**src/rtl/moving_sum_decoder.sv**
```systemverilog
// moving_sum_decoder: recovers x[n] from a wrap-around DEPTH-sample moving-sum
// stream y[n] = x[n] + ... + x[n-DEPTH+1] (mod 2^WIDTH).
// Recovery: x[n] = y[n] - y[n-1] + x[n-DEPTH], all in wrap arithmetic.
// Optional synchronous stream restart port clr is enabled by defining
// MOVING_SUM_DECODER_CLR_EN.
module moving_sum_decoder #(
   parameter int WIDTH = 8,
   parameter int DEPTH = 16
) (
   input  logic                    system1000,
   input  logic                    system1000_rstn,
`ifdef MOVING_SUM_DECODER_CLR_EN
   input  logic                    clr,
`endif
   input  logic                    in_valid,
   input  logic signed [WIDTH-1:0] in_sample,
   output logic                    out_valid,
   output logic signed [WIDTH-1:0] out_sample
);

   localparam int HIST_W = DEPTH * WIDTH;

   // hist_reg[WIDTH-1:0] is the newest recovered sample, the top slice the oldest
   logic [HIST_W-1:0]       hist_reg;
   logic [HIST_W-1:0]       hist_next;
   logic signed [WIDTH-1:0] prev_y_reg;
   logic signed [WIDTH-1:0] oldest;
   logic signed [WIDTH-1:0] x_next;
   logic                    clear;

`ifdef MOVING_SUM_DECODER_CLR_EN
   assign clear = clr;
`else
   assign clear = 1'b0;
`endif

   // decode the incoming sample and form the shifted history
   always_comb begin
      oldest    = hist_reg[HIST_W-1 -: WIDTH];
      x_next    = in_sample - prev_y_reg + oldest;
      hist_next = {hist_reg[HIST_W-WIDTH-1:0], x_next};
   end

   // state update: async reset, clr restarts the stream, otherwise advance on in_valid
   always_ff @(posedge system1000 or negedge system1000_rstn) begin
      if (!system1000_rstn) begin
         hist_reg   <= '0;
         prev_y_reg <= '0;
         out_sample <= '0;
         out_valid  <= 1'b0;
      end else if (clear) begin
         hist_reg   <= '0;
         prev_y_reg <= '0;
         out_sample <= '0;
         out_valid  <= 1'b0;
      end else if (in_valid) begin
         hist_reg   <= hist_next;
         prev_y_reg <= in_sample;
         out_sample <= x_next;
         out_valid  <= 1'b1;
      end else begin
         out_valid  <= 1'b0;
      end
   end

endmodule
```
**config.mk**
```make
export PLATFORM = sky130hd
export DESIGN_NAME = moving_sum_decoder
export DESIGN_NICKNAME = d
export VERILOG_FILES = /design/src/rtl/moving_sum_decoder.sv
export SDC_FILE = /design/constraint.sdc
export NUM_CORES = 1
export LEC_CHECK = 0
export CORE_MARGIN = 4
export CORE_UTILIZATION = 45
export DETAILED_ROUTE_END_ITERATION = 10
export PLACE_DENSITY = 0.67
export SYNTH_ARGS = -nofsm -noshare
export SYNTH_HDL_FRONTEND = slang
export SYNTH_SLANG_ARGS = --single-unit
```
**constraint.sdc**
```tcl
create_clock -name system1000 -period 3.2 [get_ports system1000]
set_input_delay 0.96 -clock system1000 [delete_from_list [all_inputs] [get_ports system1000]]
set_output_delay 0.96 -clock system1000 [all_outputs]
set_load 0.05 [all_outputs]
```
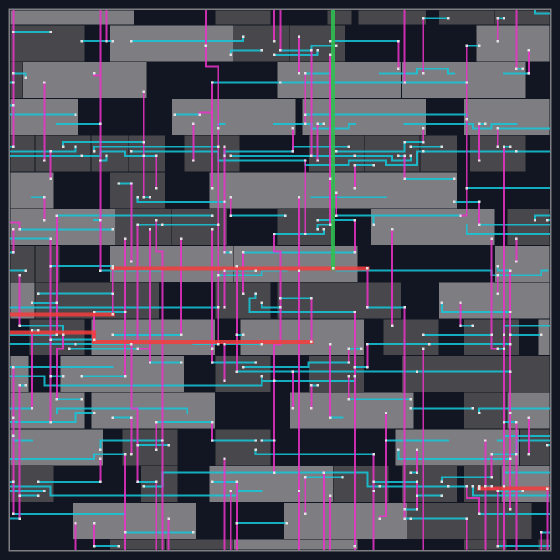
Figure 1: close-up of the layout.
Region (40, 40) to (80, 80) um. Cells in grey, sequential cells in the stronger grey; small squares are vias.
legend:
  magenta:
    layer: metal 2
  green:
    layer: metal 4
  red:
    layer: metal 3
  cyan:
    layer: metal 1
sequential cells in the window: 27
most frequent: dfrtp_1 (27), mux2_2 (24)
cells with their middle in the window: 64
netlist names of flops here include: `hist_reg` (27)

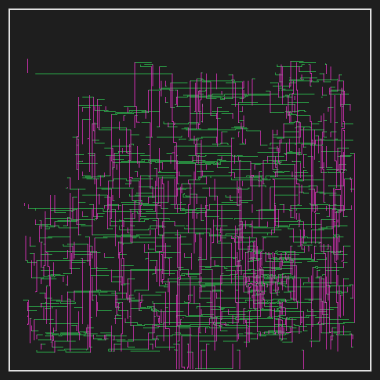
Figure 2: signal wires by layer.
Drawn at 3 px/um. Two of the layers only.
legend:
  magenta:
    layer: metal 2
    wire_length: 4240 um
  green:
    layer: metal 1
    wire_length: 3970 um
total number of vias: 2916
drt total wl: 8630 um
Tot GR Track Use: 0.1381
wire per inst: 14.46 um

## cells in the final DEF, fill, tap and decap left out, types with 2 or more instances in the layout
| master | synthesis | layout |
|---|---|---|
| clkbuf_16 | 0 | 17 |
| buf_4 | 12 | 20 |
| clkinv_2 | 0 | 5 |
| a2111o_1 | 2 | 2 |
| o21ai_0 | 10 | 10 |
| xnor2_1 | 4 | 4 |
| dfrtp_1 | 137 | 137 |
| a211oi_1 | 2 | 2 |
| clkinvlp_4 | 0 | 4 |
| inv_1 | 29 | 29 |
| a21oi_1 | 5 | 5 |
| clkbuf_8 | 0 | 3 |
| o311ai_1 | 2 | 2 |
| bufinv_16 | 0 | 2 |
| mux2_2 | 124 | 124 |
| o21ai_1 | 2 | 2 |
| nand2_1 | 11 | 11 |
| ha_1 | 8 | 8 |
| o21bai_1 | 3 | 3 |
| clkdlybuf4s50_1 | 0 | 17 |
| fa_1 | 7 | 7 |
## routing by layer
| metal | share of wire | wire length, um |
|---|---|---|
| met1 | 0.46 | 3966 |
| met2 | 0.49 | 4240 |
| met3 | 0.036 | 313 |
| met4 | 0.013 | 109 |
| met5 | 0 | 0 |
## stage by stage
step,area (um^2),std cells,power (mW),setup slack (ns),hold WS (ns)
floorplan,5648,382,4.319,0.3011,0.4460
global placement,6061,565,4.805,-0.2286,0.4622
detailed placement,6061,565,4.920,-0.3415,0.4790
CTS,6651,597,6.865,0.1152,0.4888
global route,6651,597,7.228,0.003501,0.5082
finish,6651,597,6.768,0.1269,0.4845
## path summary, 6_finish.rpt
path | endpoint | slack [ns]
max in group asynchronous | out_sample[2] | 1.90
worst min-delay path | hist_reg[121] | 0.48
min in group asynchronous | hist_reg[101] | 0.56
worst max register to register | out_sample[6] | 0.86
worst max-delay path | out_sample[6] | 0.13
worst min register to register | hist_reg[121] | 0.48
==> ci_impl_report.md <==
### Metrics collected by this job

| Metric | Value |
|---|---|
| CTS Hold Bufs | `0` |
| Worst-margin pin slew | `0.6390 ns` |
| Final nets | `442` |
| Reg power frac | `0.438` |
| Top logic family | `multiplexers` |
| CTS sink cnt | `137` |
| Setup violators final | `0` |
| HP Class | `reg -> reg` |
| Final Hold Viols | `0` |
| Top cells by area | `dfrtp_1 (61%), mux2_2 (25%), fa_1 (2.5%)` |
| Post-synthesis cell count | `382` |
| Buffers outside the clock class | `39` |
| Outcome | `finished clean` |
| Inverters, non-clock | `30` |
| Crit. Startpoint | `in_sample[1]` |
| Most instantiated cells after synthesis | `dfrtp_1 (137), mux2_2 (124), inv_1 (29)` |
| Combinational share of cell area | `0.2944` |
| Initial detailed-routing violation count | `118` |
| Synthesized area per cell | `14.79 um^2` |
| Reg2reg start | `hist_reg[121]` |
| Largest net degree at the start of global routing | `72` |
| Sw Pwr | `1.969 mW` |
| Register area | `3428 um^2` |
| First-pass GRT wire length | `15520 um` |
| Antenna violations before repair | `0` |
| H-tree level count | `4` |
| Simple Share, Synth | `0.01374` |
| Max Cap Viol | `0` |
| Async SR Flop Fraction | `1.000` |
| Clock buffer cells | `20` |
| # rows | `40` |
| Critical path's slowest cell | `fa_1` |
| Worst-path cell chain | `clkdlybuf4s50_1 > inv_1 > fa_1 > inv_1 > fa_1 > a21oi_1 > o21ai_0 > a2111o_1 > o311ai_1` |
| Router iterations before antenna repair | `4` |
| Init Core Util | `0.4644` |
| Synth Flop Type | `dfrtp_1` |
| FA/HA/MAJ Cells, Area Fraction | `0.04253` |
| Total setup buffers inserted after CTS | `0` |
| Unrepaired setup endpoints after global routing | `false` |
| Top-count cell post-synth | `dfrtp_1` |
| Clock-cell share | `0.08879` |
| Peak Freq | `325.4 MHz` |
| P per Cell Area | `1018 nW/um^2` |
| Top-area cell share | `0.6070` |
| Setup TNS | `0 ns` |
| Post-DP HPWL | `5807 um` |
| # DRC | `0` |
| Comb pwr share | `0.281` |
| Post-layout min period | `3.073 ns` |
| Tool Warnings | `26` |
| CTS tree | `done` |
| Late-Pin Clk Latency | `0.41 ns` |
| Warnings, synthesis | `0` |
| Crit. path cell count | `9` |
| Clk buf depth | `2` |
| CTS Root Cell | `clkbuf_16` |
| Switching share of power | `0.2909` |
| NonClk Buf Share | `0.05286` |
| Share of layout cells above drive strength 1 | `0.4219` |
| GP Congestion | `0.7358` |
| Yosys xor share | `0.007754` |
Power and IR drop assume default switching activity.
